[config.mk]
export PLATFORM = sky130hd
export DESIGN_NAME = mult_share_ctrl_flat
export DESIGN_NICKNAME = d
export VERILOG_FILES = /design/src/rtl/mult_share_ctrl_pkg.sv /design/src/rtl/mult_share_ctrl_if.sv /design/src/rtl/mult_share_ctrl_rr_pick.sv /design/src/rtl/mult_share_ctrl.sv /design/src/flat_wrapper.sv
export SDC_FILE = /design/constraint.sdc
export NUM_CORES = 1
export LEC_CHECK = 0
export CAP_MARGIN = 20
export CORE_MARGIN = 2
export CORE_UTILIZATION = 44
export DETAILED_ROUTE_END_ITERATION = 6
export PLACE_DENSITY_LB_ADDON = 0.2
export SLEW_MARGIN = 40
export SYNTH_ARGS = -nofsm -noshare
export SYNTH_HDL_FRONTEND = slang
export SYNTH_SLANG_ARGS = --single-unit
[constraint.sdc]
create_clock -name clk -period 5.6 [get_ports clk]
set_input_delay 0.84 -clock clk [delete_from_list [all_inputs] [get_ports clk]]
set_output_delay 0.84 -clock clk [all_outputs]
set_load 0.05 [all_outputs]
[src/rtl/mult_share_ctrl_pkg.sv]
// Shared types and default sizing for the multiplier-sharing controller.
// State encoding is fixed so the encoding can be read directly from the state register.
package mult_share_pkg;

    typedef enum logic [1:0] {
        ST_IDLE = 2'd0,
        ST_RUN  = 2'd1,
        ST_DONE = 2'd2
    } state_e;

    localparam int DEF_NREQ    = 4;
    localparam int DEF_W       = 8;
    localparam int DEF_LATENCY = 8;

endpackage

[src/rtl/mult_share_ctrl_if.sv]
// Request, shared-multiplier and response signals of the multiplier-sharing controller.
// slave is the controller's view; master is the requester/consumer/multiplier environment.
interface mult_share_ctrl_if #(
    parameter int NREQ = 4,
    parameter int W    = 8,
    parameter int IDW  = (NREQ > 1) ? $clog2(NREQ) : 1
);
    logic [NREQ-1:0]   req_valid;
    logic [NREQ-1:0]   req_ready;
    logic [NREQ*W-1:0] req_a;
    logic [NREQ*W-1:0] req_b;
    logic [W-1:0]      mul_a;
    logic [W-1:0]      mul_b;
    logic [2*W-1:0]    mul_p;
    logic              rsp_valid;
    logic [IDW-1:0]    rsp_id;
    logic [2*W-1:0]    rsp_p;
    logic              rsp_ready;

    modport slave (
        input  req_valid, req_a, req_b, mul_p, rsp_ready,
        output req_ready, mul_a, mul_b, rsp_valid, rsp_id, rsp_p
    );

    modport master (
        output req_valid, req_a, req_b, mul_p, rsp_ready,
        input  req_ready, mul_a, mul_b, rsp_valid, rsp_id, rsp_p
    );
endinterface

[src/rtl/mult_share_ctrl_rr_pick.sv]
// Round-robin picker: first set request at or after ptr, wrapping; purely combinational.
// Returns the one-hot grant, its index, and whether any request was present.
module rr_pick #(
    parameter int NREQ = 4,
    parameter int IDW  = (NREQ > 1) ? $clog2(NREQ) : 1
) (
    input  logic [NREQ-1:0] req,
    input  logic [IDW-1:0]  ptr,
    output logic [NREQ-1:0] gnt,
    output logic [IDW-1:0]  idx,
    output logic            any
);
    logic           found;
    logic [IDW-1:0] pos;

    always_comb begin
        gnt   = '0;
        idx   = '0;
        found = 1'b0;
        pos   = '0;
        for (int k = 0; k < NREQ; k++) begin
            pos = IDW'((int'(ptr) + k) % NREQ);
            if (!found && req[pos]) begin
                found    = 1'b1;
                gnt[pos] = 1'b1;
                idx      = pos;
            end
        end
    end

    assign any = found;

endmodule

[src/rtl/mult_share_ctrl.sv]
// Time-shares one iterative multiplier among NREQ requesters: round-robin grant in IDLE,
// operands held LATENCY cycles in RUN, product held in DONE until the consumer accepts it.
module mult_share_ctrl
    import mult_share_pkg::*;
#(
    parameter int NREQ    = DEF_NREQ,
    parameter int W       = DEF_W,
    parameter int LATENCY = DEF_LATENCY
) (
    input  logic               clk,
    input  logic               rst_n,
    mult_share_ctrl_if.slave   bus,
    output logic               busy
);
    localparam int IDW = (NREQ > 1) ? $clog2(NREQ) : 1;
    localparam int CW  = $clog2(LATENCY) + 1;

    state_e         state_q,  state_d;
    logic [IDW-1:0] rr_ptr_q, rr_ptr_d;
    logic [CW-1:0]  cnt_q,    cnt_d;
    logic [W-1:0]   op_a_q,   op_a_d;
    logic [W-1:0]   op_b_q,   op_b_d;
    logic [2*W-1:0] rsp_p_q,  rsp_p_d;
    logic [IDW-1:0] rsp_id_q, rsp_id_d;

    logic [NREQ-1:0] gnt;
    logic [IDW-1:0]  gnt_idx;
    logic            any_vld;

    rr_pick #(.NREQ(NREQ), .IDW(IDW)) u_pick (
        .req (bus.req_valid),
        .ptr (rr_ptr_q),
        .gnt (gnt),
        .idx (gnt_idx),
        .any (any_vld)
    );

    // Picker only grants a requester that is valid, so any grant in IDLE is a handshake.
    assign bus.req_ready = (state_q == ST_IDLE) ? gnt : '0;
    assign bus.mul_a     = op_a_q;
    assign bus.mul_b     = op_b_q;
    assign bus.rsp_valid = (state_q == ST_DONE);
    assign bus.rsp_id    = rsp_id_q;
    assign bus.rsp_p     = rsp_p_q;
    assign busy          = (state_q != ST_IDLE);

    always_comb begin
        state_d  = state_q;
        rr_ptr_d = rr_ptr_q;
        cnt_d    = cnt_q;
        op_a_d   = op_a_q;
        op_b_d   = op_b_q;
        rsp_p_d  = rsp_p_q;
        rsp_id_d = rsp_id_q;
        case (state_q)
            ST_IDLE: begin
                if (any_vld) begin
                    op_a_d   = bus.req_a[int'(gnt_idx)*W +: W];
                    op_b_d   = bus.req_b[int'(gnt_idx)*W +: W];
                    rsp_id_d = gnt_idx;
                    cnt_d    = '0;
                    state_d  = ST_RUN;
                end
            end
            ST_RUN: begin
                if (cnt_q == CW'(LATENCY - 1)) begin
                    rsp_p_d = bus.mul_p;
                    cnt_d   = '0;
                    state_d = ST_DONE;
                end else begin
                    cnt_d = cnt_q + 1'b1;
                end
            end
            ST_DONE: begin
                if (bus.rsp_ready) begin
                    state_d  = ST_IDLE;
                    rr_ptr_d = (rsp_id_q == IDW'(NREQ - 1)) ? '0 : rsp_id_q + 1'b1;
                end
            end
            default: state_d = ST_IDLE;
        endcase
    end

    always_ff @(posedge clk or negedge rst_n) begin
        if (!rst_n) begin
            state_q  <= ST_IDLE;
            rr_ptr_q <= '0;
            cnt_q    <= '0;
            op_a_q   <= '0;
            op_b_q   <= '0;
            rsp_p_q  <= '0;
            rsp_id_q <= '0;
        end else begin
            state_q  <= state_d;
            rr_ptr_q <= rr_ptr_d;
            cnt_q    <= cnt_d;
            op_a_q   <= op_a_d;
            op_b_q   <= op_b_d;
            rsp_p_q  <= rsp_p_d;
            rsp_id_q <= rsp_id_d;
        end
    end

endmodule
[src/flat_wrapper.sv]
// flat-port wrapper written by rule: the top's interface ports become plain ports
module mult_share_ctrl_flat import mult_share_pkg::*;
#(
    parameter int NREQ    = DEF_NREQ,
    parameter int W       = DEF_W,
    parameter int LATENCY = DEF_LATENCY
)
  (clk, rst_n, busy, bus_req_valid, bus_req_a, bus_req_b, bus_mul_p, bus_rsp_ready, bus_req_ready, bus_mul_a, bus_mul_b, bus_rsp_valid, bus_rsp_id, bus_rsp_p);
  mult_share_ctrl_if #(.NREQ(NREQ), .W(W)) bus_i ();
  input  logic clk;
  input  logic rst_n;
  output logic busy;
  input wire logic [$bits(bus_i.req_valid)-1:0] bus_req_valid;
  input wire logic [$bits(bus_i.req_a)-1:0] bus_req_a;
  input wire logic [$bits(bus_i.req_b)-1:0] bus_req_b;
  input wire logic [$bits(bus_i.mul_p)-1:0] bus_mul_p;
  input wire logic [$bits(bus_i.rsp_ready)-1:0] bus_rsp_ready;
  output wire logic [$bits(bus_i.req_ready)-1:0] bus_req_ready;
  output wire logic [$bits(bus_i.mul_a)-1:0] bus_mul_a;
  output wire logic [$bits(bus_i.mul_b)-1:0] bus_mul_b;
  output wire logic [$bits(bus_i.rsp_valid)-1:0] bus_rsp_valid;
  output wire logic [$bits(bus_i.rsp_id)-1:0] bus_rsp_id;
  output wire logic [$bits(bus_i.rsp_p)-1:0] bus_rsp_p;
  assign bus_i.req_valid = bus_req_valid;
  assign bus_i.req_a = bus_req_a;
  assign bus_i.req_b = bus_req_b;
  assign bus_i.mul_p = bus_mul_p;
  assign bus_i.rsp_ready = bus_rsp_ready;
  assign bus_req_ready = bus_i.req_ready;
  assign bus_mul_a = bus_i.mul_a;
  assign bus_mul_b = bus_i.mul_b;
  assign bus_rsp_valid = bus_i.rsp_valid;
  assign bus_rsp_id = bus_i.rsp_id;
  assign bus_rsp_p = bus_i.rsp_p;
  mult_share_ctrl #(.NREQ(NREQ), .W(W), .LATENCY(LATENCY)) u_core (.clk(clk), .rst_n(rst_n), .bus(bus_i), .busy(busy));
endmodule
Run 1, sequential cells grouped by signal name:
The bar under the picture is 20 um long.
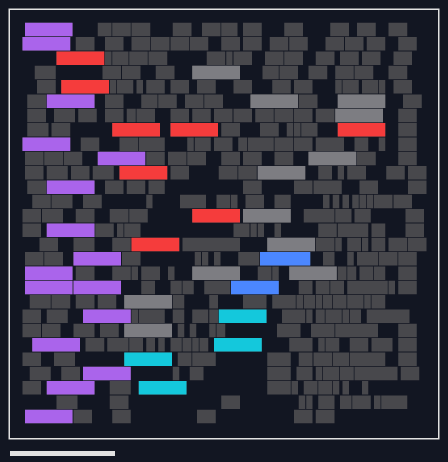
u_core.bus.rsp_p: shown in purple, placed flops 16. u_core.cnt_q: shown in cyan, placed flops 4, where south. u_core.rr_ptr_q: shown in blue, placed flops 2. u_core.bus.mul_b: shown in red, placed flops 8.

Run 1, port wiring:
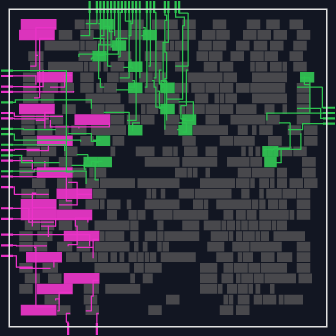
bus_req_b: shown in green, bits 32, direction input, end cells 19, wire 741 um. bus_rsp_p: shown in magenta, bits 16, direction output, end cells 16, wire 414 um.

Run 1, metal layers overlaid:
The bar under the picture is 20 um long.
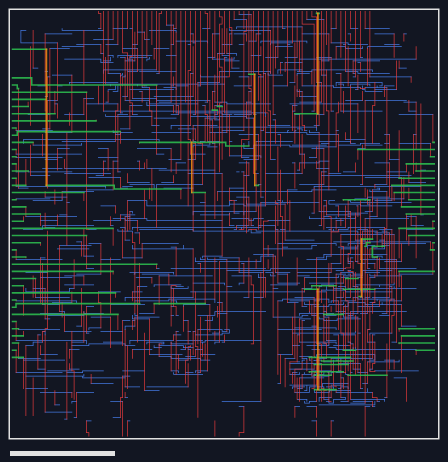
metal 3: shown in green, wire length 560 um. metal 2: shown in red, wire length 3,500 um. metal 4: shown in orange, wire length 105 um. metal 1: shown in blue, wire length 2,930 um.

Run 1, cells by drive strength:
The bar under the picture is 20 um long.
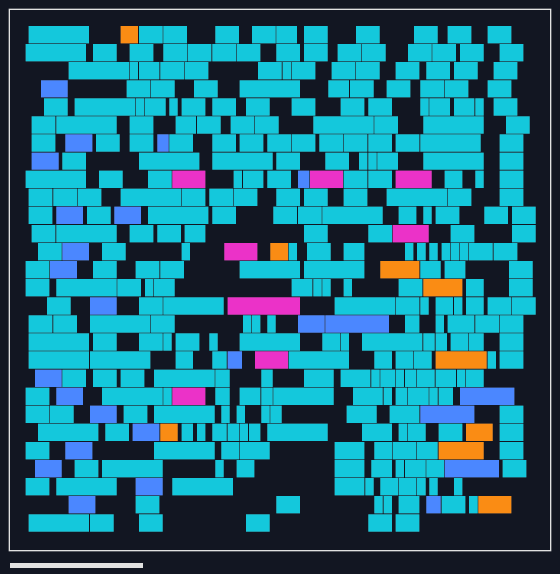
_2 cells: shown in blue, cells 25, share 6.8%. _0 and _1 cells: shown in cyan, cells 325, share 89%. _3 and _4 cells: shown in orange, cells 9, share 2.5%. _6 and larger: shown in magenta, cells 8, share 2.2%.

==> results.ini, run 1 <==
[clocking]
htree_levels=2
post_cts_resize_count=0
postCtsSetupRepairBufs=0
worst_skew_pair.late_latency_ns=0.29
clkTransAtPathRegs_ns=0.08

[worst_hold_path]
hold_crit_depth=1
hold_end=u_core.cnt_q[3]
worst_hold_startpoint=u_core.cnt_q[3]
min-delay-path-class=reg2reg

[setup_path]
reg2reg_to=u_core.bus.mul_b[0]
worstPathCellList=clkdlybuf4s50_1 -> and3b_1 -> o211ai_1 -> o211ai_1 -> a221oi_1 -> nor2_1 -> clkdlybuf4s50_1
start_kind=input port
worstPathRequired_ns=4.76
crit_end=bus_req_ready[0]
crit_family=buffers and inverters
timing_worst_setup_path_type=in2out
arrival_ns=3.58

[global_route]
grt_most_used_layer=met2
met2_usage=0.353
number_of_global_route_vias_before_repair=2346
grt_remaining_overflow=0
grt_use_met1=0.265

[sta]
final_period_minus_worst_setup_slack_ns=4.42
layout_worst_path_cycle_share=0.790
slew_headroom=0.519
max_freq_ghz=0.226
timing.final.ws_setup_ns=1.18
hold_slack_ns=0.477

[placed_design]
total_of_buffers_placed_on_input_and_output_ports=126
dp_hpwl_um=5370
dpl_cell_area_mm2=0.00393

[synth]
flip_flops_with_a_built_in_enable=0
muxShareOfSynthArea=0.221
yosysCellCount=243
ys_async_sr_fraction=1.00
postSynthNetCount=340
yosys-stat-area_mm2=0.00262
synth.comb.largest_family=multiplexers
post_synth_fa_ha_maj_area_fraction=0.0477
syn_area_mm2=0.00262

[layout]
drive_above_1_share=0.114
nNetsFinal=463
register_area_mm2=0.00105
instances_no_fill=442
mostFrequentLayoutCells=125 x sky130_fd_sc_hd__clkdlybuf4s50_1, 41 x sky130_fd_sc_hd__dfrtp_1, 34 x sky130_fd_sc_hd__nand2_1

[drt]
maxUsedRoutingLayer=met4
num_vias=2414
avgViaCountPerCell=5.46
routed_wirelength_um=7090
wl_per_cell_um=16.0

[run]
max_cap_violations=0

[power_and_ir_drop]
share_seq_of_total_power=0.226
static-leakage-power_nw=1.70
peakVddDrop_mv=0.373
power_top_consumer=combinational cells
totalPowerFinal_w=0.00253
switching_share=0.493

[floorplanning]
fp.dieH_um=81.2
placeableCoreArea_mm2=0.00585
core_util_floorplan=0.448

[outcome]
run_status=completed

run 1: area by class of cell:
| type | count | share of cell area |
|---|---|---|
| Inverter | 6 | 0.00556 |
| Clock buffer | 5 | 0.0170 |
| Timing Repair Buffer | 130 | 0.322 |
| Clock inverter | 3 | 0.00989 |
| Sequential cell | 42 | 0.260 |
| Multi-Input combinational cell | 181 | 0.363 |
| Tap cell | 75 | 0.0232 |
run 1: flip-flops by register name (all words and copies together) (netlist names):
signal / cells
u_core.bus.mul_a: 8
u_core.bus.rsp_id: 2
u_core.bus.rsp_p: 16
u_core.state_q: 2
u_core.bus.mul_b: 8
u_core.cnt_q: 4
u_core.rr_ptr_q: 2
==> run 1 -> run 2 <==
--- a/config.mk
+++ b/config.mk
@@ -7,7 +7,7 @@
 export LEC_CHECK = 0
 export CAP_MARGIN = 20
 export CORE_MARGIN = 2
-export CORE_UTILIZATION = 44
+export CORE_UTILIZATION = 41
 export DETAILED_ROUTE_END_ITERATION = 6
 export PLACE_DENSITY_LB_ADDON = 0.2
 export SLEW_MARGIN = 40
==> constraint.sdc (replaced) <==
create_clock -name clk -period 4.55 [get_ports clk]
set_input_delay 0.6825 -clock clk [delete_from_list [all_inputs] [get_ports clk]]
set_output_delay 0.6825 -clock clk [all_outputs]
set_load 0.05 [all_outputs]
Run 2, the clock network:
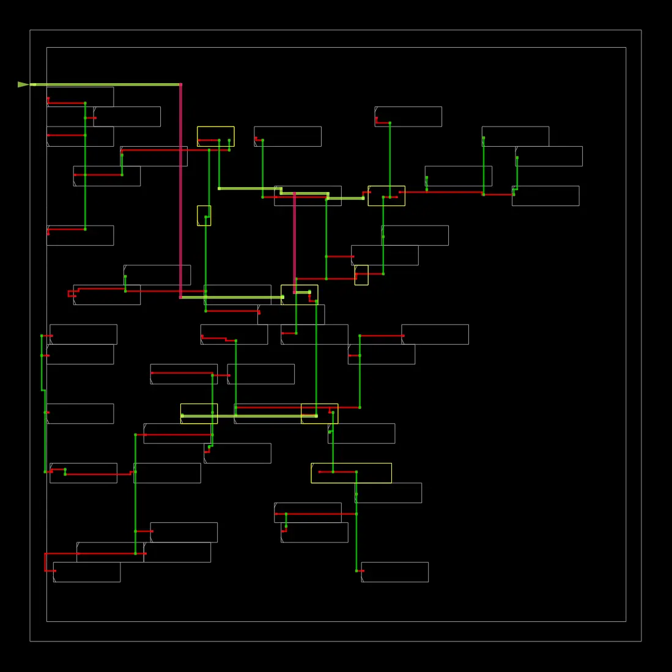
number of sequential storage elements: 42
CTS sink cnt: 42
cts bufs inserted: 5
Worst-Skew Late Latency: 0.30 ns

Run 2, sequential cells grouped by signal name:
The bar under the picture is 20 um long.
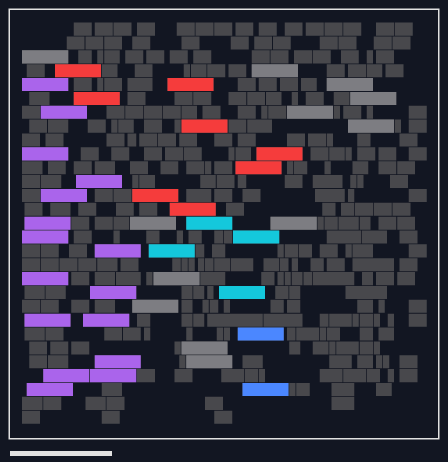
u_core.cnt_q: shown in cyan, placed flops 4, where center. u_core.bus.rsp_p: shown in purple, placed flops 16. u_core.bus.mul_b: shown in red, placed flops 8. u_core.rr_ptr_q: shown in blue, placed flops 2.
Another 12 sequential cells are not colored.

==> run 2 against run 1 <==
Clock skew increased by 0.0012 ns; worst hold slack got worse by 0.13 ns; global-route usage decreased by 0.80 points; synthesized cell count unchanged; combinational power increased by 22%; non-clock buffer count decreased by 1; critical path type unchanged; largest cell class unchanged.
==> results.ini, run 2 <==
[sta]
hold_slack_ns=0.351  ; -0.126 ns
maximum_clock_skew_at_final_layout_ns=0.00738
unrepaired_setup_endpoints_after_global_routing=no
timing.final.ws_setup_ns=0.491  ; -0.686 ns
layout_worst_path_cycle_share=0.892
slew_headroom=0.502  ; -0.0170
final_period_minus_worst_setup_slack_ns=4.06

[floorplanning]
well_tap_count=77  ; +2.7%
core_util_floorplan=0.418  ; -0.0305
placeableCoreArea_mm2=0.00628  ; +7.3%
fp.dieH_um=84.0  ; +3.4%
floorplan.die.width_um=84.0

[layout]
largest_reg_flops=16  ; unchanged
instances_no_fill=443  ; +0.23%
buffer_share_of_cell_area=0.318  ; -0.00389
nNetsFinal=462  ; -0.22%
seq_area_frac=0.261  ; +0.00106
register_area_mm2=0.00105  ; -0.12%
nNonClkBuffers=129  ; -0.77%
comb-cell-share=0.365  ; +0.00191
comb.multi_input.count=181  ; unchanged
mostFrequentLayoutCells=125 x sky130_fd_sc_hd__clkdlybuf4s50_1, 42 x sky130_fd_sc_hd__dfrtp_1, 34 x sky130_fd_sc_hd__nand2_1
fillers=522
nNonClkInverters=6  ; unchanged
drive_above_1_share=0.109  ; -0.00515
layout.cells.largest_class=multi-input combinational cells

[drt]
routed_wirelength_um=7110  ; +0.31%
wl_per_cell_um=16.1  ; about the same
maxUsedRoutingLayer=met4
avgViaCountPerCell=5.33  ; -2.4%
num_vias=2362  ; -2.2%

[global_route]
grt_remaining_overflow=0  ; unchanged
gr-usage-met3=0.0554
met2_usage=0.346  ; -0.00671
number_of_global_route_vias_before_repair=2450  ; +4.4%
grt_use_met1=0.255  ; -0.00966

[power_and_ir_drop]
switching_share=0.496  ; +0.00346
power_top_consumer=combinational cells
static-leakage-power_nw=1.69  ; -0.51%
peakVddDrop_mv=0.491  ; +32%
share_seq_of_total_power=0.220  ; -0.006
totalPowerFinal_w=0.00306  ; +21%

[clocking]
postCtsSetupRepairBufs=0  ; unchanged
cts_root_buf=sky130_fd_sc_hd__clkbuf_8
clkTransAtPathRegs_ns=0.09  ; about the same
htree_levels=2  ; unchanged
post_cts_resize_count=0  ; unchanged

[setup_path]
timing_worst_setup_path_type=in2out
reg2reg_to=u_core.bus.mul_b[0]
reg2reg_setup_slack_ns=1.30
crit_end=bus_req_ready[1]
worstPathRequired_ns=3.87  ; -0.89 ns
arrival_ns=3.38  ; -0.20 ns
start_kind=input port

[synth]
synth.comb.largest_family=multiplexers
common_cells=42 x sky130_fd_sc_hd__dfrtp_1, 34 x sky130_fd_sc_hd__nand2_1, 32 x sky130_fd_sc_hd__mux2i_1
yosysCellCount=243  ; unchanged
most_popular_library_cell_in_the_synthesized_design_by_count=sky130_fd_sc_hd__dfrtp_1
flip_flops_with_a_built_in_enable=0  ; unchanged
postSynthNetCount=340  ; unchanged
syn_area_mm2=0.00262  ; unchanged
yosys-stat-area_mm2=0.00262  ; unchanged
post_synth_fa_ha_maj_area_fraction=0.0477  ; unchanged
yosys.area_share.xor_xnor=0.00334

[placed_design]
total_of_buffers_placed_on_input_and_output_ports=126  ; unchanged
gpl.final_weighted_congestion=0.808
dp_hpwl_um=5230  ; -2.6%
dpl_cell_area_mm2=0.00392  ; -0.29%

[outcome]
run_status=completed

[run]
max_cap_violations=0  ; unchanged

## run 2: cell counts after synthesis
Identical to the previous run, type by type.
## run 2: worst min path at each step
stage	slack (ns)	end
final	0.35	u_core.bus.mul_a[6]
after global routing	0.41	u_core.bus.mul_b[3]
after CTS	0.38	u_core.bus.mul_a[6]
after detailed placement	0.47	u_core.cnt_q[3]
after global placement	0.46	u_core.cnt_q[3]
after floorplan	0.39	u_core.bus.mul_a[0]
## run 2: critical path, stage by stage
cell and delay, ns:
sky130_fd_sc_hd__clkdlybuf4s50_1 0.64, sky130_fd_sc_hd__and3b_1 0.22, sky130_fd_sc_hd__o211ai_1 0.33, sky130_fd_sc_hd__o211ai_1 0.36
sky130_fd_sc_hd__a221oi_1 0.39, sky130_fd_sc_hd__nor2_1 0.07, sky130_fd_sc_hd__clkdlybuf4s50_1 0.70
==> run 2 -> run 3 <==
--- a/config.mk
+++ b/config.mk
@@ -6,9 +6,9 @@
 export NUM_CORES = 1
 export LEC_CHECK = 0
 export CAP_MARGIN = 20
-export CORE_MARGIN = 2
 export CORE_UTILIZATION = 41
 export DETAILED_ROUTE_END_ITERATION = 6
+export HOLD_SLACK_MARGIN = 0.15
 export PLACE_DENSITY_LB_ADDON = 0.2
 export SLEW_MARGIN = 40
 export SYNTH_ARGS = -nofsm -noshare
Run 3, cells by drive strength:
The bar under the picture is 20 um long.
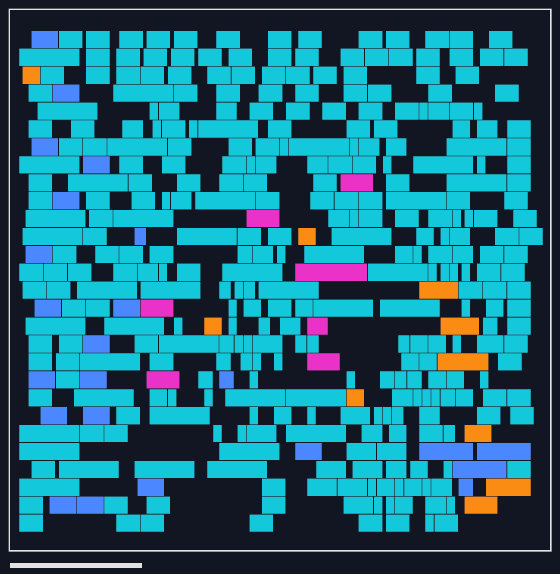
_0 and _1 cells: shown in cyan, cells 326, share 89%. _2 cells: shown in blue, cells 23, share 6.3%. _3 and _4 cells: shown in orange, cells 10, share 2.7%. _6 and larger: shown in magenta, cells 7, share 1.9%.

Run 3, port wiring:
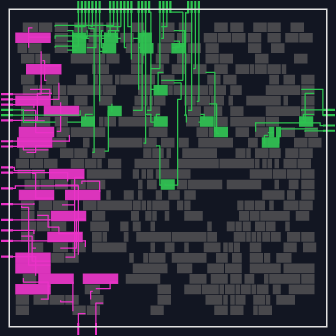
bus_rsp_p: shown in magenta, bits 16, direction output, end cells 16, wire 438 um. bus_req_b: shown in green, bits 32, direction input, end cells 19, wire 725 um.

==> run 3 against run 2 <==
Register-to-register slack is essentially flat; cell count shrank 0.45%; non-clock buffer count unchanged; global-route usage rose by 0.18 points; clock skew rose by 0.0044 ns; combinational power hardly changed; via count is 1.4% higher; die size down 4.7%; synthesized cell count unchanged; routed wire length down 0.11%; count of clock-buffer cells in the layout stayed put.
==> results.ini, run 3 <==
[drt]
maxUsedRoutingLayer=met4
routed-wl-met3_um=544
wl_per_cell_um=16.1  ; +0.34%
num_vias=2396  ; +1.4%
met2WireLength_um=3600
drt_iter0_drc=101
first_pass_detailed_route_iteration_total=4
avgViaCountPerCell=5.43  ; +1.9%
post-route-drc-count=0
final_antenna_net_count=0
routed_wirelength_um=7110  ; -0.11%
route.layer.met1.wl_um=2860

[sta]
max_freq_ghz=0.244
layout_worst_path_cycle_share=0.901  ; +0.00929
final_period_minus_worst_setup_slack_ns=4.10  ; +0.0422 ns
slew_headroom=0.527  ; +0.0254
worst_pin_slew_ns=0.709
hold_viol=0
unrepaired_setup_endpoints_after_global_routing=no
setup_viol=0
final_max_slew_viol_count=0
timing.final.ws_setup_ns=0.449  ; -0.0422 ns
fin_setup_tns_ns=0
maximum_clock_skew_at_final_layout_ns=0.0118  ; +0.00438 ns
hold_slack_ns=0.363  ; +0.0117 ns

[layout]
final_area_mm2=0.00403
instances_no_fill=441  ; -0.45%
most_frequent_logic_cell_in_the_layout=sky130_fd_sc_hd__clkdlybuf4s50_1
final_core_util=0.665
largest_reg_flops=16  ; unchanged
layout-area-overhead-vs-synth_pct=53.6
nNetsFinal=462  ; unchanged
antenna_cells_inserted=0
drive_above_1_share=0.109  ; unchanged
mostFrequentLayoutCells=125 x sky130_fd_sc_hd__clkdlybuf4s50_1, 42 x sky130_fd_sc_hd__dfrtp_1, 34 x sky130_fd_sc_hd__nand2_1

[outcome]
run_status=completed

[clocking]
post_cts_resize_count=0  ; unchanged
post_cts_hold_buffer_count=0
cts_tree=done
cts_root_buf=sky130_fd_sc_hd__clkbuf_8
worst_skew_pair.late_latency_ns=0.30  ; about the same
clkTransAtPathRegs_ns=0.08  ; about the same
htree_levels=2  ; unchanged
clock_path_buffers=2
clock_sink_count=42  ; unchanged
cts_made_buffers=5  ; unchanged
postCtsSetupRepairBufs=0  ; unchanged

[synth]
postSynthSeqShare=0.401
ys_seq_elements=42
yosys-stat-area_mm2=0.00262  ; unchanged
most_popular_library_cell_in_the_synthesized_design_by_count=sky130_fd_sc_hd__dfrtp_1
area_leaders=sky130_fd_sc_hd__dfrtp_1 40%, sky130_fd_sc_hd__mux2i_1 12%, sky130_fd_sc_hd__mux2_2 7.3%, sky130_fd_sc_hd__nand2_1 4.9%, sky130_fd_sc_hd__ha_1 4.8%
yosys_most_used_dff=sky130_fd_sc_hd__dfrtp_1
yosysWarningCount=0
postSynthNetCount=340  ; unchanged
ys_types=41
synth_largest_type_area_fraction=0.401
synth.largest_area_cell=sky130_fd_sc_hd__dfrtp_1
syn_area_mm2=0.00262  ; unchanged
flip_flops_with_a_built_in_enable=0  ; unchanged
syn_inst=243
ys_async_sr_fraction=1.00
synth_area_per_cell_um2=10.8
common_cells=42 x sky130_fd_sc_hd__dfrtp_1, 34 x sky130_fd_sc_hd__nand2_1, 32 x sky130_fd_sc_hd__mux2i_1
yosysCellCount=243  ; unchanged

[setup_path]
critPathCaptureType=output pin
worstPathCellList=clkdlybuf4s50_1 -> and3b_1 -> o211ai_1 -> o211ai_1 -> a221oi_1 -> nor2_1 -> clkdlybuf4s50_1
arrival_ns=3.42  ; +0.04 ns
critical_path_top_delay_cell=sky130_fd_sc_hd__clkdlybuf4s50_1
critPathMaxFanout=9
critPathLaunch=bus_req_valid[1]
crit_family=buffers and inverters
r2r_start=u_core.rr_ptr_q[1]
start_kind=input port
buffering_stage_count_on_the_worst_path_with_inverters_included=2  ; unchanged
crit_end=bus_req_ready[3]
reg2regPathDepth=9
reg2reg_to=u_core.bus.mul_a[2]
critical_path_depth=7  ; unchanged
worstPathRequired_ns=3.87  ; about the same
timing_worst_setup_path_type=in2out
worst_path_largest_cell_delay_ns=0.70  ; about the same
reg2reg_setup_slack_ns=1.30  ; about the same

[power_and_ir_drop]
peakVddDrop_mv=0.463  ; -5.6%
totalPowerFinal_w=0.00308  ; +0.57%
power_density_mw_per_mm2=765
static-leakage-power_nw=1.69  ; about the same

[floorplanning]
fp.dieH_um=82.0  ; -2.4%
design.portCount=127
std_cell_rows=28
floorplan.die.width_um=82.0  ; -2.4%
chip_area_mm2=0.00672
core_util_floorplan=0.433  ; +0.0149
placeableCoreArea_mm2=0.00606  ; -3.4%

[global_route]
met2_usage=0.345  ; -0.000727
gr-usage-met3=0.0744  ; +0.0191
grt_most_used_layer=met2
grt_use_total=0.207
grt_pass1_wl_um=10500
grt_remaining_overflow=0  ; unchanged
initial_antenna_violation_count=0
grt_use_met1=0.244  ; -0.0113
grt_max_degree=43
number_of_global_route_vias_before_repair=2255  ; -8.0%

[placed_design]
dp_hpwl_um=5360  ; +2.5%
total_of_buffers_placed_on_input_and_output_ports=126  ; unchanged
placed_cells=433
pre_cts_slack_ns=0.577
dpl_cell_area_mm2=0.00391  ; -0.29%
gpl.final_weighted_congestion=0.780  ; -3.5%

[run]
max_cap_violations=0  ; unchanged
warnings=33

[worst_hold_path]
min-delay-path-class=in2async

## run 3: layout make-up
type	instances	area, um2
sequential	42	1050
tap	75	93.8
clock buffer	5	68.8
fill	503	2030
multi-input combinational	181	1470
inverter	6	22.5
clock inverter	3	43.8
timing repair buffer	129	1280
## run 3: report_power, final
part | switching, W | total [W] | internal [W]
clock network | 0.000136 | 0.000300 | 0.000165
registers | 0.000113 | 0.000671 | 0.000558
logic | 0.00129 | 0.00211 | 0.000825
total | 0.00153 | 0.00308 | 0.00155
## run 3: logic make-up after synthesis
group                      share of synthesized area
and+or+nand+nor                                0.123
muxes                                          0.221
AOI/OAI and AO/OA                              0.162
DFF                                            0.401
buffers and inverters                         0.0429
adders and majority gates                     0.0477
xor gates and xnor gates                     0.00334
No activity file was given, so power comes from the tool's default toggle rates.
